File: src/rtl/muldiv_if.sv
// muldiv_if -- request/result bundle between the pipeline and muldiv_unit.
//
// Handshake: Start_ID is a request level, sampled on the rising clock edge.
// It is taken only when the unit is idle (Busy=0) and Cancel=0. While Busy=1,
// a Start_ID or MfReq_ID request raises MdStall. The pipeline must then hold
// the request, unchanged, until MdStall drops. Done is a one-cycle pulse. In
// that cycle HI/LO already hold the new result.
//
// Signals:
//   Start_ID   launch request                 Op_ID     00 MULT 01 MULTU 10 DIV 11 DIVU
//   SrcA_ID    multiplicand / dividend        SrcB_ID   multiplier / divisor
//   MfReq_ID   MFHI/MFLO in execute           MfHi_ID   1 = HI, 0 = LO
//   Cancel     pipeline flush                 Busy      iterative op in progress
//   MdStall    stall request                  MfDat     selected HI or LO
//   Done       result-written pulse           state_dbg FSM state for observation
interface muldiv_if;
  logic        Start_ID;
  logic [1:0]  Op_ID;
  logic [31:0] SrcA_ID;
  logic [31:0] SrcB_ID;
  logic        MfReq_ID;
  logic        MfHi_ID;
  logic        Cancel;
  logic        Busy;
  logic        MdStall;
  logic [31:0] MfDat;
  logic        Done;
  logic [1:0]  state_dbg;

  modport master (
    output Start_ID, Op_ID, SrcA_ID, SrcB_ID, MfReq_ID, MfHi_ID, Cancel,
    input  Busy, MdStall, MfDat, Done, state_dbg
  );

  modport slave (
    input  Start_ID, Op_ID, SrcA_ID, SrcB_ID, MfReq_ID, MfHi_ID, Cancel,
    output Busy, MdStall, MfDat, Done, state_dbg
  );
endinterface

File: src/rtl/muldiv_unit.sv
// muldiv_unit -- iterative 32x32 multiply / 32/32 divide with HI/LO registers.
//
// The unit computes one bit per cycle for 32 cycles on operand magnitudes.
// One more FIX cycle then applies the sign correction and writes HI/LO.
// Timing: accept at edge 0. Busy is high for 33 cycles. In the next cycle
// Done pulses and MfDat already shows the new HI/LO.
//
// Ports:
//   clk    rising-edge clock
//   reset  asynchronous active-high reset
//   md     muldiv_if.slave (request, operands, flush, stall, result readout)
module muldiv_unit (
  input  logic     clk,
  input  logic     reset,
  muldiv_if.slave  md
);

  typedef enum logic [1:0] {
    S_IDLE = 2'd0,
    S_MUL  = 2'd1,
    S_DIV  = 2'd2,
    S_FIX  = 2'd3
  } state_e;

  state_e      state_q, state_d;
  logic [5:0]  cnt_q, cnt_d;
  // Multiply: {partial high, multiplier shifting out low}.
  // Divide: {remainder, dividend shifting into quotient}.
  logic [63:0] acc_q, acc_d;
  logic [31:0] opnd_q, opnd_d;      // |multiplicand| or |divisor|
  logic [31:0] raw_a_q, raw_a_d;    // original dividend, for divide-by-zero HI
  logic        neg_res_q, neg_res_d; // negate product / quotient
  logic        neg_rem_q, neg_rem_d; // negate remainder
  logic        div0_q, div0_d;
  logic        is_div_q, is_div_d;
  logic [31:0] hi_q, hi_d;
  logic [31:0] lo_q, lo_d;
  logic        done_q, done_d;

  logic        accept;
  logic        op_signed;
  logic [31:0] abs_a, abs_b;
  logic [32:0] mul_sum;
  logic [32:0] rem_sh;
  logic [32:0] rem_diff;
  logic [63:0] prod_fix;
  logic [31:0] quo_fix;
  logic [31:0] rem_fix;
  logic [31:0] fix_hi, fix_lo;

  assign accept    = (state_q == S_IDLE) && md.Start_ID && !md.Cancel;
  assign op_signed = !md.Op_ID[0];
  assign abs_a     = (op_signed && md.SrcA_ID[31]) ? (~md.SrcA_ID + 32'd1) : md.SrcA_ID;
  assign abs_b     = (op_signed && md.SrcB_ID[31]) ? (~md.SrcB_ID + 32'd1) : md.SrcB_ID;

  // ---------------- state register ----------------
  always_ff @(posedge clk or posedge reset) begin
    if (reset) begin
      state_q   <= S_IDLE;
      cnt_q     <= 6'd0;
      acc_q     <= 64'd0;
      opnd_q    <= 32'd0;
      raw_a_q   <= 32'd0;
      neg_res_q <= 1'b0;
      neg_rem_q <= 1'b0;
      div0_q    <= 1'b0;
      is_div_q  <= 1'b0;
      hi_q      <= 32'd0;
      lo_q      <= 32'd0;
      done_q    <= 1'b0;
    end else begin
      state_q   <= state_d;
      cnt_q     <= cnt_d;
      acc_q     <= acc_d;
      opnd_q    <= opnd_d;
      raw_a_q   <= raw_a_d;
      neg_res_q <= neg_res_d;
      neg_rem_q <= neg_rem_d;
      div0_q    <= div0_d;
      is_div_q  <= is_div_d;
      hi_q      <= hi_d;
      lo_q      <= lo_d;
      done_q    <= done_d;
    end
  end

  // ---------------- next-state logic ----------------
  always_comb begin
    state_d = state_q;
    case (state_q)
      S_IDLE: if (accept) state_d = md.Op_ID[1] ? S_DIV : S_MUL;
      S_MUL,
      S_DIV: begin
        if (md.Cancel)              state_d = S_IDLE;
        else if (cnt_q == 6'd31)    state_d = S_FIX;
      end
      S_FIX:   state_d = S_IDLE;
      default: state_d = S_IDLE;
    endcase
  end

  // ---------------- sign fix-up of the finished magnitudes ----------------
  always_comb begin
    prod_fix = neg_res_q ? (~acc_q + 64'd1) : acc_q;
    quo_fix  = neg_res_q ? (~acc_q[31:0] + 32'd1) : acc_q[31:0];
    rem_fix  = neg_rem_q ? (~acc_q[63:32] + 32'd1) : acc_q[63:32];
    if (!is_div_q) begin
      fix_hi = prod_fix[63:32];
      fix_lo = prod_fix[31:0];
    end else if (div0_q) begin
      // Divide by zero is architecturally defined and gets no sign correction.
      fix_hi = raw_a_q;
      fix_lo = 32'hFFFF_FFFF;
    end else begin
      fix_hi = rem_fix;
      fix_lo = quo_fix;
    end
  end

  // ---------------- datapath / output logic ----------------
  always_comb begin
    cnt_d     = cnt_q;
    acc_d     = acc_q;
    opnd_d    = opnd_q;
    raw_a_d   = raw_a_q;
    neg_res_d = neg_res_q;
    neg_rem_d = neg_rem_q;
    div0_d    = div0_q;
    is_div_d  = is_div_q;
    hi_d      = hi_q;
    lo_d      = lo_q;
    done_d    = 1'b0;

    mul_sum  = {1'b0, acc_q[63:32]} + (acc_q[0] ? {1'b0, opnd_q} : 33'd0);
    rem_sh   = {acc_q[63:32], acc_q[31]};
    rem_diff = rem_sh - {1'b0, opnd_q};

    case (state_q)
      S_IDLE: begin
        if (accept) begin
          cnt_d     = 6'd0;
          is_div_d  = md.Op_ID[1];
          raw_a_d   = md.SrcA_ID;
          div0_d    = md.Op_ID[1] && (md.SrcB_ID == 32'd0);
          neg_res_d = op_signed && (md.SrcA_ID[31] ^ md.SrcB_ID[31]);
          neg_rem_d = op_signed && md.SrcA_ID[31];
          if (md.Op_ID[1]) begin
            acc_d  = {32'd0, abs_a};
            opnd_d = abs_b;
          end else begin
            acc_d  = {32'd0, abs_b};
            opnd_d = abs_a;
          end
        end
      end
      S_MUL: begin
        // Add the multiplicand when the current multiplier bit is set.
        // The carry shifts back into the high half.
        acc_d = {mul_sum, acc_q[31:1]};
        cnt_d = cnt_q + 6'd1;
      end
      S_DIV: begin
        // Restoring step. The remainder is 33 bits wide before the compare,
        // so divisors with bit 31 set are handled correctly.
        if (rem_sh >= {1'b0, opnd_q}) acc_d = {rem_diff[31:0], acc_q[30:0], 1'b1};
        else                          acc_d = {rem_sh[31:0],   acc_q[30:0], 1'b0};
        cnt_d = cnt_q + 6'd1;
      end
      S_FIX: begin
        if (!md.Cancel) begin
          hi_d   = fix_hi;
          lo_d   = fix_lo;
          done_d = 1'b1;
        end
      end
      default: ;
    endcase
  end

  assign md.Busy      = (state_q != S_IDLE);
  assign md.MdStall   = md.Busy && (md.Start_ID || md.MfReq_ID);
  assign md.MfDat     = md.MfHi_ID ? hi_q : lo_q;
  assign md.Done      = done_q;
  assign md.state_dbg = state_q;

endmodule
File: src/flat_wrapper.sv
// flat-port wrapper written by rule: the top's interface ports become plain ports
module muldiv_unit_flat 
  (clk, reset, md_Start_ID, md_Op_ID, md_SrcA_ID, md_SrcB_ID, md_MfReq_ID, md_MfHi_ID, md_Cancel, md_Busy, md_MdStall, md_MfDat, md_Done, md_state_dbg);
  muldiv_if md_i ();
  input  logic clk;
  input  logic reset;
  input wire logic [$bits(md_i.Start_ID)-1:0] md_Start_ID;
  input wire logic [$bits(md_i.Op_ID)-1:0] md_Op_ID;
  input wire logic [$bits(md_i.SrcA_ID)-1:0] md_SrcA_ID;
  input wire logic [$bits(md_i.SrcB_ID)-1:0] md_SrcB_ID;
  input wire logic [$bits(md_i.MfReq_ID)-1:0] md_MfReq_ID;
  input wire logic [$bits(md_i.MfHi_ID)-1:0] md_MfHi_ID;
  input wire logic [$bits(md_i.Cancel)-1:0] md_Cancel;
  output wire logic [$bits(md_i.Busy)-1:0] md_Busy;
  output wire logic [$bits(md_i.MdStall)-1:0] md_MdStall;
  output wire logic [$bits(md_i.MfDat)-1:0] md_MfDat;
  output wire logic [$bits(md_i.Done)-1:0] md_Done;
  output wire logic [$bits(md_i.state_dbg)-1:0] md_state_dbg;
  assign md_i.Start_ID = md_Start_ID;
  assign md_i.Op_ID = md_Op_ID;
  assign md_i.SrcA_ID = md_SrcA_ID;
  assign md_i.SrcB_ID = md_SrcB_ID;
  assign md_i.MfReq_ID = md_MfReq_ID;
  assign md_i.MfHi_ID = md_MfHi_ID;
  assign md_i.Cancel = md_Cancel;
  assign md_Busy = md_i.Busy;
  assign md_MdStall = md_i.MdStall;
  assign md_MfDat = md_i.MfDat;
  assign md_Done = md_i.Done;
  assign md_state_dbg = md_i.state_dbg;
  muldiv_unit u_core (.clk(clk), .reset(reset), .md(md_i));
endmodule
File: config.mk
export PLATFORM = sky130hd
export DESIGN_NAME = muldiv_unit_flat
export DESIGN_NICKNAME = d
export VERILOG_FILES = /design/src/rtl/muldiv_if.sv /design/src/rtl/muldiv_unit.sv /design/src/flat_wrapper.sv
export SDC_FILE = /design/constraint.sdc
export NUM_CORES = 1
export LEC_CHECK = 0
export ABC_AREA = 1
export CAP_MARGIN = 20
export CORE_UTILIZATION = 45
export DETAILED_ROUTE_END_ITERATION = 10
export DONT_BUFFER_PORTS = 1
export PLACE_DENSITY = 0.69
export SLEW_MARGIN = 25
export SYNTH_ARGS = -nofsm -noshare
export SYNTH_HDL_FRONTEND = slang
export SYNTH_SLANG_ARGS = --single-unit
File: constraint.sdc
create_clock -name clk -period 16.8 [get_ports clk]
set_clock_uncertainty 0.2 [all_clocks]
set_input_delay 1.68 -clock clk [delete_from_list [all_inputs] [get_ports clk]]
set_output_delay 1.68 -clock clk [all_outputs]
set_load 0.05 [all_outputs]
run_1/cell_classes.png
The bar under the picture is 50 µm long.
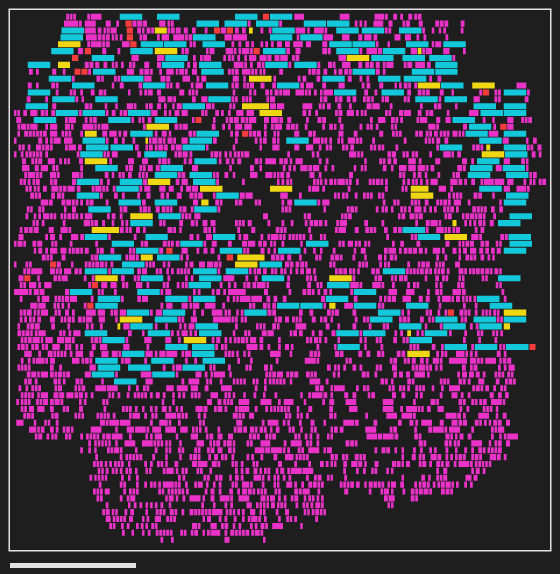
Cyan stands for flip-flops, cells 205, share of their area 25%. Red stands for other buffers and delay cells, cells 24, share of their area 0.87%. Yellow stands for clock drivers and dummy loads, cells 41, share of their area 3.9%. Magenta stands for all other logic, cells 3010, share of their area 70%.
flop share of the area: 0.240
Final Core Density: 0.484
Core Area: 44100 µm²

run_1/gate_families.png
The bar under the picture is 50 µm long.
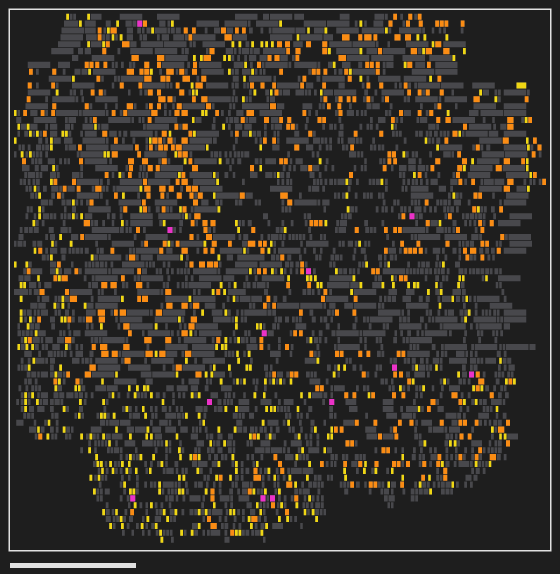
Orange stands for inverting AOI/OAI gates, cells 511, where widely spread. Magenta stands for AND and OR gates, cells 12. Yellow stands for inverters, cells 466, where widely spread.
multi-input logic portion of the cell area: 0.597
dominant logic cell type in the layout: nand2_1
post-route insts no fill: 3874

==> flow_summary.json, run 1 <==
{
  "yosys_area_um2": 20100,
  "hp-class": "flip-flop to flip-flop",
  "slowest_delay_ns": 0.76,
  "overflow": 0,
  "critPathBufInv": 0,
  "slew-limit-headroom": 0.306,
  "power.density_nw_per_um2": 207,
  "met3_wirelength_um": 11300,
  "die_h_um": 213,
  "edf_count": 0,
  "finalMaxSlewViolations": 0,
  "synth-seq-cells": 205,
  "num_rows": 77,
  "layout-drive-gt1-share": 0.0500,
  "cap_viol_max_count": 0,
  "worstSetupEndpointType": "output port",
  "synthTopCellsByArea": "dfrtp_1 25%, nand2_1 20%, inv_1 8.3%",
  "path_cells": "o21ai_1",
  "start_kind": "input port",
  "drt-met1-wl_um": 37000,
  "ys_types": 54,
  "path_max_fanout": 50,
  "gp_congestion": 1.07,
  "ctsLongestPathBuffers": 3,
  "wl_um": 87400,
  "synth_top_flop_cell": "dfrtp_1",
  "drt_drc_violations_left": 0,
  "grt_max_degree": 82,
  "netlist_instances": 3334,
  "status": "finished clean",
  "placed_cells": 3831,
  "rsz0062_at_grt": "false",
  "hpwlAfterDp_um": 70000,
  "ys_warn_count": 0,
  "fin_crit_ns": 4.34,
  "cellLeakagePower_nw": 11.2,
  "pwr-share-seq": 0.214,
  "drt_iter0_markers": 3111,
  "initCoreUtil": 0.456,
  "wl_per_cell_um": 22.6,
  "p_comb_frac": 0.662,
  "cts_tree": "built",
  "finalHoldViolCount": 0,
  "clkTransAtPathRegs_ns": 0.06,
  "dr.max_layer_used": "met4",
  "setup_viol": 0,
  "syn2layout_area_growth_pct": 6.12,
  "hold_buffers": 0,
  "fp_nets": 3482,
  "cts_buffers": 23,
  "async_flop_share": 1.00,
  "ys_cells": 3334,
  "ir_drop_v": 0.000179,
  "finalClockPeriodUsage": 0.258,
  "drtPass1Iterations": 6,
  "intPower_mw": 1.81,
  "lay_top_cells": "1059 x nand2_1, 445 x inv_1, 371 x nor2_1",
  "ant_nets": 0,
  "post_cts_resized": 0,
  "path_delay_family": "AND-OR/OR-AND gates",
  "chipArea_um2": 45600,
  "grt_pass1_wl_um": 129000,
  "antenna_found_initial": 2,
  "grt_pass1_vias": 20307,
  "htree_levels": 1,
  "port_buffers": 0,
  "p_switching_mw": 2.62,
  "avgSynthCellArea_um2": 6.04,
  "p_sw_frac": 0.592,
  "cp_slowest_cell": "o21ai_1",
  "grt.total_usage": 0.382,
  "syn_area_um2": 20100,
  "synth_top_area_share": 0.255,
  "die_w_um": 213,
  "ys_seq_frac": 0.255,
  "cts.sinks": 205,
  "finalNetCount": 3412,
  "io_pins": 109,
  "avgViaCountPerCell": 5.81,
  "postCtsSetupRepairBufs": 0,
  "fmax_ghz": 0.230,
  "rr_worst_depth": 15,
  "cp.arrival_ns": 2.46,
  "path_depth": 1,
  "warnings": 30,
  "largest_area_cell": "dfrtp_1",
  "cts_root_buf": "clkbuf_16",
  "tightest_slew_ns": 1.04,
  "hold_depth": 2,
  "vias": 22499,
  "required_ns": 14.92,
  "setup_tns_ns": 0,
  "dr_wl_met2_um": 34800
}
run_1/clock_map.png
The bar under the picture is 50 µm long.
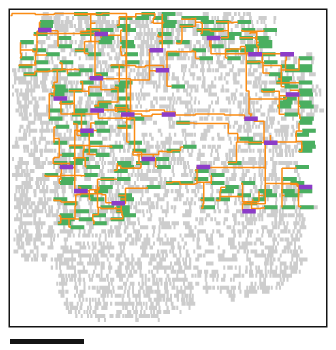
Green stands for flip-flops, count 205. Purple stands for cells driving clock nets, count 23. Orange stands for clock wires, length 2960 µm.
There are 24 routed clock nets.
Latency at later pin: 0.56 ns
Clk. pwr: 547 µW
Clk pwr share: 0.124

run 1: flip-flops by register name, summed over array words and instances, names as in the netlist:
register,flops
u_core.raw_a_q,32
u_core.cnt_q,6
u_core.lo_q,32
u_core.opnd_q,32
u_core.acc_q,64
u_core.md.state_dbg,2
u_core.neg_rem_q,1
u_core.md.Done,1
u_core.is_div_q,1
u_core.div0_q,1
u_core.hi_q,32
u_core.neg_res_q,1
run 1: cell families after synthesis:
family / share of synthesized area
AND-OR/OR-AND: 0.147
XOR/XNOR: 0.0474
adder cells (fa/ha/maj): 0.0480
buffers and inverters: 0.113
flip-flops: 0.255
multiplexers: 0.00783
AND/OR/NAND/NOR: 0.382
run 1: power by group through the flow:
stage	Clock, mW	Combinational (mW)	Sequential (mW)
after floorplan	0	2.03	0.824
after global placement	0	2.81	0.935
after detailed placement	0	2.81	0.937
after CTS	0.543	2.83	0.929
after global routing	0.563	3.17	0.952
final	0.547	2.93	0.947
run 1: cells in the mapped netlist, types with 4 or more instances:
cell type,number
xnor2_1,13
clkinv_1,5
inv_2,15
o211ai_1,29
nor3_1,26
nor2_1,374
buf_1,19
nor2_4,9
o31ai_1,4
o21ai_0,179
nor3_2,4
nand2_2,13
o21ai_1,24
nand2_1,1060
mux2_2,14
o22ai_1,43
and2_1,6
clkbuf_1,80
inv_1,446
nand3_1,234
nand3b_1,12
a21oi_1,160
nand3_2,16
nand4_1,42
nor2_2,12
nor4_1,4
o221ai_1,15
a31oi_1,7
buf_6,4
dfrtp_1,205
buf_2,11
buf_4,4
or2_2,4
o21bai_1,19
a21o_1,6
a22oi_1,21
ha_1,74
xor2_1,96
run 1: metal layers:
| layer | up-vias | global-route usage |
|---|---|---|
| met2 | 1420 | 0.541 |
| met5 | - | 0 |
| li1 | 10528 | - |
| met1 | 10349 | 0.543 |
| met4 | 0 | 0.164 |
| met3 | 202 | 0.100 |
run 1: path summary, 6_finish.rpt:
path                                  start               end  slack, ns
max                              md_MfHi_ID       md_MfDat[6]      12.46
min                         u_core.hi_q[15]   u_core.hi_q[15]       0.29
max reg2reg                u_core.acc_q[50]  u_core.acc_q[61]      12.54
min reg2reg                 u_core.hi_q[15]   u_core.hi_q[15]       0.29
max in group asynchronous             reset  u_core.neg_res_q      14.23
min in group asynchronous             reset   u_core.hi_q[23]       0.82
run 1: per-stage QoR:
stage	power, mW	setup WS, ns	hold slack, ns	area, µm²
after global placement	3.75	12.19	0.258	20500
final	4.42	12.46	0.290	21400
after floorplan	2.86	9.32	0.243	20100
after detailed placement	3.75	12.31	0.273	20600
after global routing	4.69	12.35	0.316	21300
after CTS	4.30	12.47	0.290	21300
run 1: cell type report:
| class | instances | area (µm²) |
|---|---|---|
| Inverter | 466 | 1760 |
| Fill cell | 4855 | 22800 |
| Tap cell | 592 | 741 |
| Clock inverter | 12 | 159 |
| Timing Repair Buffer | 24 | 180 |
| Multi-Input combinational cell | 2544 | 12700 |
| Antenna cell | 2 | 5.00 |
| Sequential cell | 205 | 5130 |
| Clock buffer | 29 | 638 |
==> inputs of run 2 (changes only) <==
==> constraint.sdc (replaced) <==
create_clock -name clk -period 4 [get_ports clk]
set_clock_uncertainty 0.2 [all_clocks]
set_input_delay 0.4 -clock clk [delete_from_list [all_inputs] [get_ports clk]]
set_output_delay 0.4 -clock clk [all_outputs]
set_load 0.05 [all_outputs]
run_2/cell_classes.png
The bar under the picture is 50 µm long.
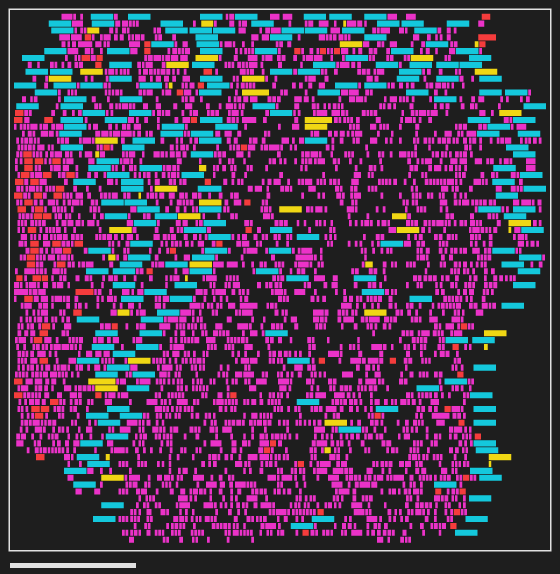
Cyan stands for flip-flops, cells 205, share of their area 24%. Magenta stands for all other logic, cells 3010, share of their area 68%. Yellow stands for clock drivers and dummy loads, cells 47, share of their area 4.1%. Red stands for other buffers and delay cells, cells 94, share of their area 4.0%.
flop share of the area: 0.232
Final Core Density: 0.501
row cnt: 77

run_2/gate_families.png
The bar under the picture is 50 µm long.
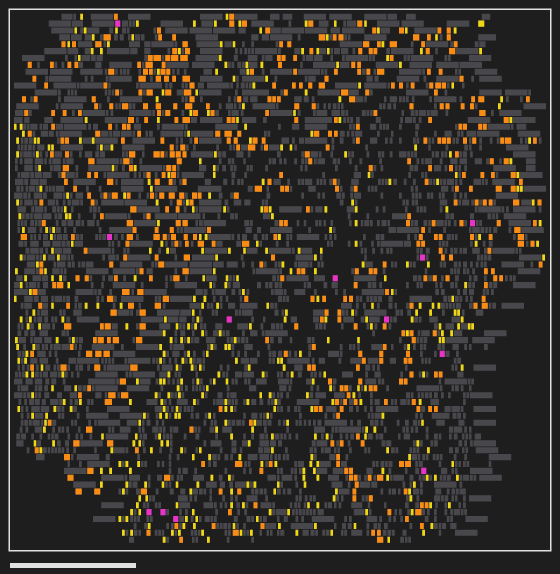
Orange stands for inverting AOI/OAI gates, cells 511, where widely spread. Yellow stands for inverters, cells 466, where widely spread. Magenta stands for AND and OR gates, cells 12.
post-route insts no fill: 3948
multi-input logic portion of the cell area: 0.577

run_2/clock_map.png
The bar under the picture is 50 µm long.
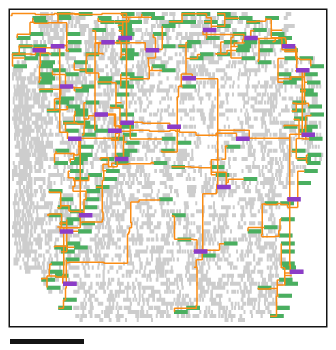
Orange stands for clock wires, length 3450 µm. Green stands for flip-flops, count 205. Purple stands for cells driving clock nets, count 26.
Position of the flops: widely spread.
Latency at later pin: 0.57 ns
Clk. pwr: 2.48 mW

==> flow_summary.json, run 2 <==
{
  "cts.sinks": 205,
  "worstSetupEndpointType": "flip-flop",
  "ys_warn_count": 0,
  "synth-seq-cells": 205,
  "port_buffers": 0,
  "ant_nets": 0,
  "post_cts_resized": 0,
  "cp.arrival_ns": 3.91,
  "overflow": 0,
  "hp-class": "input port to flip-flop",
  "postCtsSetupRepairBufs": 0,
  "synthTopCellsByCount": "1060 x nand2_1, 446 x inv_1, 374 x nor2_1",
  "finalClockPeriodUsage": 0.902,
  "path_cells": "inv_1 > ha_1 > inv_2 > nor3_4 > inv_2 > nor2_2 > nand3_1 > o32ai_1 > dlygate4sd3_1",
  "warnings": 32,
  "grt_pass1_vias": 20516,
  "worst-setup-path-type": "flip-flop to flip-flop",
  "yosys.area_share.aoi": 0.147,
  "adder_share": 0.0480,
  "wl_per_cell_um": 22.8,
  "chipArea_um2": 45600,
  "finalMaxSlewViolations": 0,
  "clkTransAtPathRegs_ns": 0.07,
  "avgSynthCellArea_um2": 6.04,
  "ys_cells": 3334,
  "initCoreUtil": 0.456,
  "netlist_instances": 3334,
  "placed_cells": 3852,
  "die_h_um": 213,
  "status": "finished clean",
  "async_flop_share": 1.00,
  "wl_um": 89900,
  "top_cell": "nand2_1",
  "synthMuxAreaShare": 0.00783,
  "critPathBufInv": 4,
  "simple_gate_share": 0.382,
  "avgViaCountPerCell": 5.76,
  "grt.total_usage": 0.390,
  "antennaDiodeCount": 0,
  "tightest_slew_ns": 1.10,
  "lay_top_count": "nand2_1",
  "vias": 22742,
  "path_max_fanout": 18,
  "ys_top_logic_family": "simple AND/OR/NAND/NOR gates",
  "gp_congestion": 1.08,
  "ir_drop_v": 0.000470,
  "yosys_area_um2": 20100,
  "io_pins": 109,
  "grt_max_degree": 155,
  "dp_slack_ns": 0.766,
  "drt_iter0_markers": 2745,
  "hpwlAfterDp_um": 71300,
  "cap_viol_max_count": 0,
  "htree_levels": 1,
  "xor_area_frac": 0.0474,
  "drtPass1Iterations": 8,
  "fmax_ghz": 0.277,
  "die_w_um": 213,
  "syn_area_um2": 20100,
  "lay_top_cells": "1059 x nand2_1, 445 x inv_1, 371 x nor2_1",
  "synthTopCellsByArea": "dfrtp_1 25%, nand2_1 20%, inv_1 8.3%",
  "largest_area_cell": "dfrtp_1",
  "required_ns": 4.30,
  "slew-limit-headroom": 0.265,
  "largest_reg_flops": 64,
  "edf_count": 0,
  "total_power_mw": 18.9,
  "rsz0062_at_grt": "false",
  "power.density_nw_per_um2": 853,
  "synth_top_area_share": 0.255,
  "setup_viol": 0,
  "cts_root_buf": "clkbuf_16",
  "regMostFlops": "u_core.acc_q",
  "grt_pass1_wl_um": 131000,
  "drt_drc_violations_left": 0,
  "cp_slowest_cell": "nor2_2",
  "setup_tns_ns": 0,
  "ys_seq_frac": 0.255,
  "hold_buffers": 48,
  "start_kind": "flip-flop",
  "placeableCoreArea_um2": 44100,
  "fp_nets": 3482,
  "cts_buffers": 26,
  "hold_slack_ns": 0.000860,
  "path_delay_family": "buffers and inverters",
  "cp_common_cell": "inv_2",
  "fin_crit_ns": 3.61,
  "slowest_delay_ns": 0.69,
  "syn2layout_area_growth_pct": 9.77,
  "finalHoldViolCount": 0,
  "layout-drive-gt1-share": 0.0563,
  "finalNetCount": 3485,
  "synth_top_flop_cell": "dfrtp_1",
  "ys_types": 54,
  "ctsLongestPathBuffers": 3,
  "worst_slack_ns": 0.391,
  "cts_tree": "built",
  "antenna_found_initial": 2,
  "cellLeakagePower_nw": 11.5
}
-- run 2: netlist changes by cell type in the layout (fill, tap and decap cells not counted), sizes merged --
cell         previous run  this run
dlygate4sd3             0        48
buf                    24        46
clkbuf                 29        34
clkinv                 10        14
inv                   463       460
diode                   2         0
-- run 2: cell type report --
cell class / count / area [µm²]
inverter: 466 / 1750
fill: 4756 / 22000
sequential: 205 / 5130
tap: 592 / 741
timing repair buffer: 94 / 851
clock buffer: 34 / 711
multi-input combinational: 2544 / 12700
clock inverter: 13 / 165
-- run 2: worst paths after layout --
path	startpoint	end	slack, ns	depth (start not counted)
worst max-delay path	u_core.md.state_dbg[1]	u_core.div0_q	0.39	9
worst min-delay path	md_SrcA_ID[23]	u_core.opnd_q[23]	0.0009	4
worst min register to register	u_core.hi_q[23]	u_core.hi_q[23]	0.28	2
min in group asynchronous	reset	u_core.hi_q[13]	0.29	3
worst max register to register	u_core.md.state_dbg[1]	u_core.div0_q	0.39	9
max in group asynchronous	reset	u_core.opnd_q[22]	2.48	3
-- run 2: logic make-up (layout without fill, tap and decap cells) --
| group | count (synthesis) | count (layout) |
|---|---|---|
| AOI/OAI and AO/OA | 520 | 520 |
| adders and majority gates | 76 | 76 |
| xor gates and xnor gates | 109 | 109 |
| and+or+nand+nor | 1825 | 1825 |
| buffers and inverters | 585 | 607 |
| DFF | 205 | 205 |
| muxes | 14 | 14 |
-- run 2: where the power goes --
| group | internal [mW] | switching (mW) | leakage, nW |
|---|---|---|---|
| Combinational | 3.39 | 9.00 | 8.54 |
| Sequential | 2.96 | 1.02 | 2.54 |
| Clock | 1.45 | 1.03 | 0.429 |
-- run 2: stage by stage --
stage	util	instance area, µm²
2_1_floorplan	-	20100
4_1_cts	0.500	22100
3_5_place_dp	0.469	20700
5_1_grt	0.501	22100
3_3_place_gp	0.469	20700
6_report	0.501	22100
-- run 2: worst reg2reg max path: cells and delay by family, from the launching register on --
family | cells | cell delay [ns]
AOI/OAI and AO/OA | 1 | 0.31
adders and majority gates | 1 | 0.27
buffers and inverters | 4 | 1.14
DFF | 1 | 0.58
and+or+nand+nor | 3 | 1.06
-- run 2: routing by layer --
metal / global-route usage / part of all wire / routed length, µm / vias to the layer above
met5: 0 / 0.00028 / 25 / -
met4: 0.166 / 0.049 / 4420 / 4
met3: 0.0980 / 0.13 / 11300 / 196
met2: 0.564 / 0.41 / 36500 / 1369
met1: 0.549 / 0.42 / 37700 / 10493
li1: - / - / - / 10680
Power is estimated from default activity; no workload was simulated.
